==> images/port_trees.png <==
Scale: 4 px per micron.
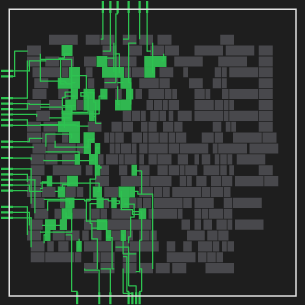
==> images/congestion_map.png <==
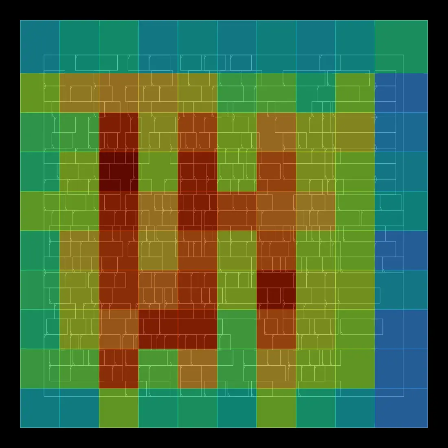
==> images/pinout.png <==
Scale: 4 px per micron. Pins as bars across the die edge, other pins in gray.
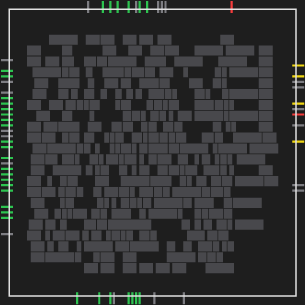
==> images/ff_map.png <==
Scale: 4 px per micron. Other sequential cells in the stronger gray, the rest of the logic in the fainter gray.
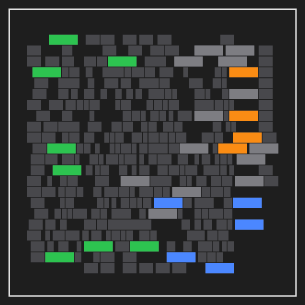
**src/rtl/uart_tx_arbiter.sv**
```systemverilog
// -----------------------------------------------------------------------------
// uart_tx_arbiter
//
// Shares one UART transmitter between NUM_REQ byte-sized requesters using
// round-robin arbitration. For each granted request the block latches the
// payload, issues a one-cycle start strobe, and waits for the transmitter's
// busy flag to rise and then fall. Completion is reported with a one-cycle
// ack. A missing busy response within START_TIMEOUT cycles is reported with a
// one-cycle err. After every frame a gap of GAP_CYCLES idle cycles is enforced.
//
// Ports:
//   clk        system clock
//   rst        synchronous reset, active-low, sampled on the rising clk edge
//   req        per-requester request level, held until ack or err
//   req_data   packed payloads, requester i owns bits [i*DATA_W +: DATA_W]
//   ack        one-cycle completion pulse to the granted requester
//   err        one-cycle start-timeout pulse to the granted requester
//   tx_start   one-cycle start strobe to the transmitter
//   tx_data    registered byte presented to the transmitter
//   tx_busy    transmitter busy flag
//   active_id  index of the current or last granted requester
//   ctrl_busy  high whenever the controller is not idle
// -----------------------------------------------------------------------------
module uart_tx_arbiter #(
  parameter int unsigned NUM_REQ       = 4,
  parameter int unsigned DATA_W        = 8,
  parameter int unsigned GAP_CYCLES    = 16,
  parameter int unsigned START_TIMEOUT = 8,
  localparam int unsigned ID_W         = $clog2(NUM_REQ)
) (
  input  logic                      clk,
  input  logic                      rst,
  input  logic [NUM_REQ-1:0]        req,
  input  logic [NUM_REQ*DATA_W-1:0] req_data,
  output logic [NUM_REQ-1:0]        ack,
  output logic [NUM_REQ-1:0]        err,
  output logic                      tx_start,
  output logic [DATA_W-1:0]         tx_data,
  input  logic                      tx_busy,
  output logic [ID_W-1:0]           active_id,
  output logic                      ctrl_busy
);

  localparam logic [2:0] S_IDLE      = 3'd0;
  localparam logic [2:0] S_LAUNCH    = 3'd1;
  localparam logic [2:0] S_WAIT_BUSY = 3'd2;
  localparam logic [2:0] S_WAIT_DONE = 3'd3;
  localparam logic [2:0] S_GAP       = 3'd4;

  // One counter serves both the start timeout and the inter-frame gap.
  localparam int unsigned CNT_MAX = (START_TIMEOUT > GAP_CYCLES) ? START_TIMEOUT : GAP_CYCLES;
  localparam int unsigned CNT_W   = $clog2(CNT_MAX + 1);

  logic [2:0]         state_q,      state_d;
  logic [CNT_W-1:0]   cnt_q,        cnt_d;
  logic [ID_W-1:0]    active_id_q,  active_id_d;
  logic [ID_W-1:0]    last_grant_q, last_grant_d;
  logic [DATA_W-1:0]  tx_data_q,    tx_data_d;
  logic               tx_start_q,   tx_start_d;
  logic [NUM_REQ-1:0] ack_q,        ack_d;
  logic [NUM_REQ-1:0] err_q,        err_d;
  logic               ctrl_busy_q,  ctrl_busy_d;

  logic               grant_found;
  logic [ID_W-1:0]    grant_id;
  logic [DATA_W-1:0]  grant_data;

  // Round-robin search: first pass covers indices above the last grant, the
  // second pass wraps around to index 0 up to and including the last grant.
  // NOTE: combinational blocks use blocking '=' so later statements see the
  // values just computed; clocked blocks use '<=' so all registers update
  // together from the pre-edge values.
  always_comb begin
    grant_found = 1'b0;
    grant_id    = '0;
    grant_data  = '0;
    for (int i = 0; i < int'(NUM_REQ); i++) begin
      if (!grant_found && req[i] && (i > int'(last_grant_q))) begin
        grant_found = 1'b1;
        grant_id    = ID_W'(i);
        grant_data  = req_data[i*DATA_W +: DATA_W];
      end
    end
    for (int i = 0; i < int'(NUM_REQ); i++) begin
      if (!grant_found && req[i] && (i <= int'(last_grant_q))) begin
        grant_found = 1'b1;
        grant_id    = ID_W'(i);
        grant_data  = req_data[i*DATA_W +: DATA_W];
      end
    end
  end

  // NOTE: every variable driven here gets a default before the case so no
  // path leaves it unassigned, which would otherwise infer a latch.
  always_comb begin
    state_d      = state_q;
    cnt_d        = cnt_q;
    active_id_d  = active_id_q;
    last_grant_d = last_grant_q;
    tx_data_d    = tx_data_q;
    tx_start_d   = 1'b0;
    ack_d        = '0;
    err_d        = '0;

    case (state_q)
      S_IDLE: begin
        // A transmitter still shifting (e.g. after a reset) blocks arbitration.
        if (!tx_busy && grant_found) begin
          state_d     = S_LAUNCH;
          active_id_d = grant_id;
          tx_data_d   = grant_data;
          tx_start_d  = 1'b1;
        end
      end

      S_LAUNCH: begin
        state_d = S_WAIT_BUSY;
        cnt_d   = '0;
      end

      S_WAIT_BUSY: begin
        // Busy is tested first so a rise on the expiry cycle still counts.
        if (tx_busy) begin
          state_d = S_WAIT_DONE;
        end else if (32'(cnt_q) >= START_TIMEOUT - 1) begin
          err_d[active_id_q] = 1'b1;
          last_grant_d       = active_id_q;
          state_d            = S_GAP;
          cnt_d              = '0;
        end else begin
          cnt_d = cnt_q + CNT_W'(1);
        end
      end

      S_WAIT_DONE: begin
        if (!tx_busy) begin
          ack_d[active_id_q] = 1'b1;
          last_grant_d       = active_id_q;
          state_d            = S_GAP;
          cnt_d              = '0;
        end
      end

      S_GAP: begin
        // The ack/err cycle is the first gap cycle; a zero gap still spends it.
        if (32'(cnt_q) + 32'd1 >= GAP_CYCLES) begin
          state_d = S_IDLE;
        end else begin
          cnt_d = cnt_q + CNT_W'(1);
        end
      end

      default: state_d = S_IDLE;
    endcase

    ctrl_busy_d = (state_d != S_IDLE);
  end

  // NOTE: reset is sampled on the clock edge; every register, including the
  // datapath byte, is cleared so outputs read 0 straight after reset.
  always_ff @(posedge clk) begin
    if (!rst) begin
      state_q      <= S_IDLE;
      cnt_q        <= '0;
      active_id_q  <= '0;
      last_grant_q <= ID_W'(NUM_REQ - 1);  // requester 0 searched first
      tx_data_q    <= '0;
      tx_start_q   <= 1'b0;
      ack_q        <= '0;
      err_q        <= '0;
      ctrl_busy_q  <= 1'b0;
    end else begin
      state_q      <= state_d;
      cnt_q        <= cnt_d;
      active_id_q  <= active_id_d;
      last_grant_q <= last_grant_d;
      tx_data_q    <= tx_data_d;
      tx_start_q   <= tx_start_d;
      ack_q        <= ack_d;
      err_q        <= err_d;
      ctrl_busy_q  <= ctrl_busy_d;
    end
  end

  assign ack       = ack_q;
  assign err       = err_q;
  assign tx_start  = tx_start_q;
  assign tx_data   = tx_data_q;
  assign active_id = active_id_q;
  assign ctrl_busy = ctrl_busy_q;

endmodule
```
**config.mk**
```make
export PLATFORM = sky130hd
export DESIGN_NAME = uart_tx_arbiter
export DESIGN_NICKNAME = d
export VERILOG_FILES = /design/src/rtl/uart_tx_arbiter.sv
export SDC_FILE = /design/constraint.sdc
export NUM_CORES = 1
export LEC_CHECK = 0
export CAP_MARGIN = 10
export CORE_MARGIN = 4
export CORE_UTILIZATION = 46
export CTS_CLUSTER_DIAMETER = 60
export DETAILED_ROUTE_END_ITERATION = 6
export HOLD_SLACK_MARGIN = 0.05
export PLACE_DENSITY_LB_ADDON = 0.25
export REMOVE_ABC_BUFFERS = 1
export SYNTH_ARGS = -nofsm -noshare
export SYNTH_HDL_FRONTEND = slang
export SYNTH_SLANG_ARGS = --single-unit
```
**constraint.sdc**
```tcl
create_clock -name clk -period 2.5 [get_ports clk]
set_input_delay 0.25 -clock clk [delete_from_list [all_inputs] [get_ports clk]]
set_output_delay 0.25 -clock clk [all_outputs]
set_load 0.05 [all_outputs]
```
==> Changelog: implementation <==
### Implementation results

* Core Region at 3770 sq um
* Number of enable flip-flop cells at 0
* Area of the die at 5090 sq um
* Layout cells sized above 1 at 0.0839
* Fin. Hold Viols at 0
* Cells after Synth at approximately 240
* Placed Area at about 2500 sq um
* Largest net degree at the start of global routing at 25
* Max incr delay on CP at a little over 700 ps
* Core Util at FP at 0.489
* Outcome: finished, final reports clean
* TritonRoute pass-1 iters at 5
* Final Skew at approximately 11 ps
* Worst Hold Class: reg -> reg
* Post-route ant nets at 0
* Clock tree from TritonCTS: built
* Clk root buf: clkbuf_8
* P_leak at slightly below 1 nW
* Tmin final at 2130 ps
* Row count at 22
* Post-Syn Area at about 1800 sq um
* Top cells, area: dfxtp_1 33%, nand2_1 5.5%, a21oi_1 5.2%, a211oi_1 4.1%, nand2b_1 3.7%
* Top cell type by total area after synthesis: dfxtp_1
* Cell Type Count at approximately 44
* Finished Cell Area at around 2600 sq um
* H-tree depth at 2
* Peak supply drop at between 0.2 and 0.3 mV
* Worst-path clk slew at 70 ps
* Yosys synthesis chip area at about 1800 sq um
* Logic area at 1160 sq um
* Clk sinks at 30
* Crit path DAT at approximately 2300 ps
* CP required at roughly 2700 ps
* Startpoint types: primary input
* Setup_tns at 0 ps
* Routed Wire Length at around 5.4 mm
* RSZ-0062 raised after global routing: false
* Dpl cells at ~340
* Seq share, synth at 0.325
* Post_cts resized at 0
* Layout Cells excl Fill at roughly 350
* DPL Wire Length at roughly 3.8 mm
* Initial antenna violation count at 0
* Hold_buf cts at 0
* Rel. slew slack at 0.652
* DR DRC count at 0
* Via density at about 6.1
* Nets at between 300 and 400
* Worst-path cell chain: clkdlybuf4s50_1 -> nand2b_1 -> or4_1 -> o21ai_0 -> a211o_1 -> o21ai_1
* First-pass GRT wire length at between 8 and 9 mm
* Slowest CP cell: or4_1
* Count of max-cap constraint violations at 0
* Crit path max fanout at 12
* Vias in the first global route at between 1.5k and 2k
* Ys Warns at 0
* Fmax achieved at about 0.47 GHz
* Count leader, synth: dfxtp_1
* Final period util at 0.851
* Crit path kind: in -> reg
* Mean area per synthesized cell at between 7 and 8 sq um
* Power Dens Cells at ~530 nW/um^2
* Max Buffers Root-to-Sink at 2
* Synth flops at 30
* Worst setup EP type: flop
* Layout area overhead at 41.2%
* Post-CTS Setup Repair Bufs at 0
* Clock latency on the worst-skew pair at slightly below 300 ps
* Post-synth top cells: 30 x dfxtp_1, 27 x nand2_1, 19 x a21oi_1, 18 x nor2_1
* Ys async rst share at 0
* CTS buffer count at 5
* Initial DRC Count at between 200 and 250
* Routability cong. at around 0.84
* Total grt overflow at 0
* Max-slew violations at 0
* Area share of the largest cell type after synthesis at 0.325
* Tool warnings at 25
-- port_trees.png (at the start) --
- green: req_data (bits 32; direction input; edge 19 west, 7 south, 6 north; end cells 48; buffers 32; wire 778 microns)
Ports: 59
number of port buffers: 58

-- congestion_map.png (at the start) --
wire per inst: 15.6 microns
total global-route track usage: 0.217
met1 usage: 0.265
met2 usage: 0.358

-- pinout.png (at the start) --
- green: req_data (pins 32; direction input; edge 19 west, 7 south, 6 north)
- yellow: ack (pins 4; direction output; edge east)
- red: active_id (pins 2; direction output; edge 1 east, 1 north)
die height: 71.3 microns
DIE WIDTH: 71.3 microns

-- ff_map.png (at the start) --
- blue: cnt_q (flops 5; where south-east)
- orange: err (flops 4; where east)
- green: tx_data (flops 8)
P_seq: 0.000526 W
Seq. cell area: 601 sq um
Finished Core Util: 0.691
Seq area share: 0.230

-- sequential cells by signal, indices dropped and copies added (netlist names) --
register      count
active_id         2
ack               4
cnt_q             5
err               4
tx_data           8
tx_start          1
last_grant_q      2
ctrl_busy         1
state_q           3
-- cell usage in the layout, fill, tap and decap left out, types with 4 or more instances in the layout --
master / netlist / routed
a211o_1: 4 / 4
a211oi_1: 10 / 10
a21o_1: 4 / 4
a21oi_1: 19 / 19
a221oi_2: 4 / 4
and2_1: 6 / 6
buf_4: 0 / 10
clkbuf_8: 0 / 5
clkdlybuf4s50_1: 0 / 58
dfxtp_1: 30 / 30
inv_1: 6 / 6
nand2_1: 27 / 27
nand2b_1: 11 / 11
nand3_1: 11 / 11
nand4_1: 7 / 7
nor2_1: 18 / 18
nor2b_1: 4 / 4
o211a_1: 5 / 5
o21a_1: 8 / 8
o21ai_0: 8 / 8
o21ai_1: 4 / 4
o221ai_1: 4 / 4
-- worst max-delay path, delay by kind of cell --
| family | cells | cell delay, ps |
|---|---|---|
| buffers and inverters | 1 | 500 |
| AOI/OAI and AO/OA | 3 | 620 |
| and+or+nand+nor | 2 | 940 |
-- logic make-up (layout without fill, tap and decap cells) --
group           after synthesis  count (layout)  share of synthesized area
mux                           2               2                     0.0108
simple gates                101             101                      0.287
compound gates               82              82                      0.323
flops                        30              30                      0.325
fa+ha+maj                     1               1                    0.00678
buf+inv                      21              82                     0.0468
-- path summary, 6_finish.rpt --
kind	startpoint	to	slack [ps]	cells after the start
worst max-delay path	req[2]	tx_data[6]	370	6
worst min-delay path	cnt_q[4]	cnt_q[4]	520	1
worst min register to register	cnt_q[4]	cnt_q[4]	520	1
worst max register to register	last_grant_q[0]	tx_data[6]	570	5
-- through the flow --
step	hold slack [ps]	util	setup WS [ps]	total power (W)
final	518	0.691	373	0.00138
after detailed placement	505	0.662	164	0.000894
after global routing	534	0.691	211	0.00144
after global placement	496	0.662	200	0.000890
after floorplan	312	-	597	0.000731
after CTS	513	0.691	407	0.00138
-- area by class of cell --
cell class	instances	share of cell area
Multi-Input combinational cell	186	0.445
Timing Repair Buffer	68	0.252
Sequential cell	30	0.230
Clock buffer	5	0.0264
Tap cell	48	0.0230
Clock inverter	3	0.0154
Inverter	6	0.00864
-- power by group --
| part | internal, W | leakage, nW | switching (W) | total (W) |
|---|---|---|---|---|
| registers | 0.000503 | 0.244 | 0.0000235 | 0.000526 |
| logic | 0.000163 | 0.679 | 0.000199 | 0.000362 |
| clock network | 0.000293 | 0.0579 | 0.000196 | 0.000490 |
| total | 0.000959 | 0.981 | 0.000419 | 0.00138 |
-- routing by layer --
metal,up-vias,track usage,routed length (microns)
met3,17,0.0603,493
li1,1005,-,-
met2,114,0.358,2600
met5,-,0,0
met1,974,0.265,2200
met4,0,0.0877,106
Power figures rest on the tool's default switching activity, not on a simulated workload.
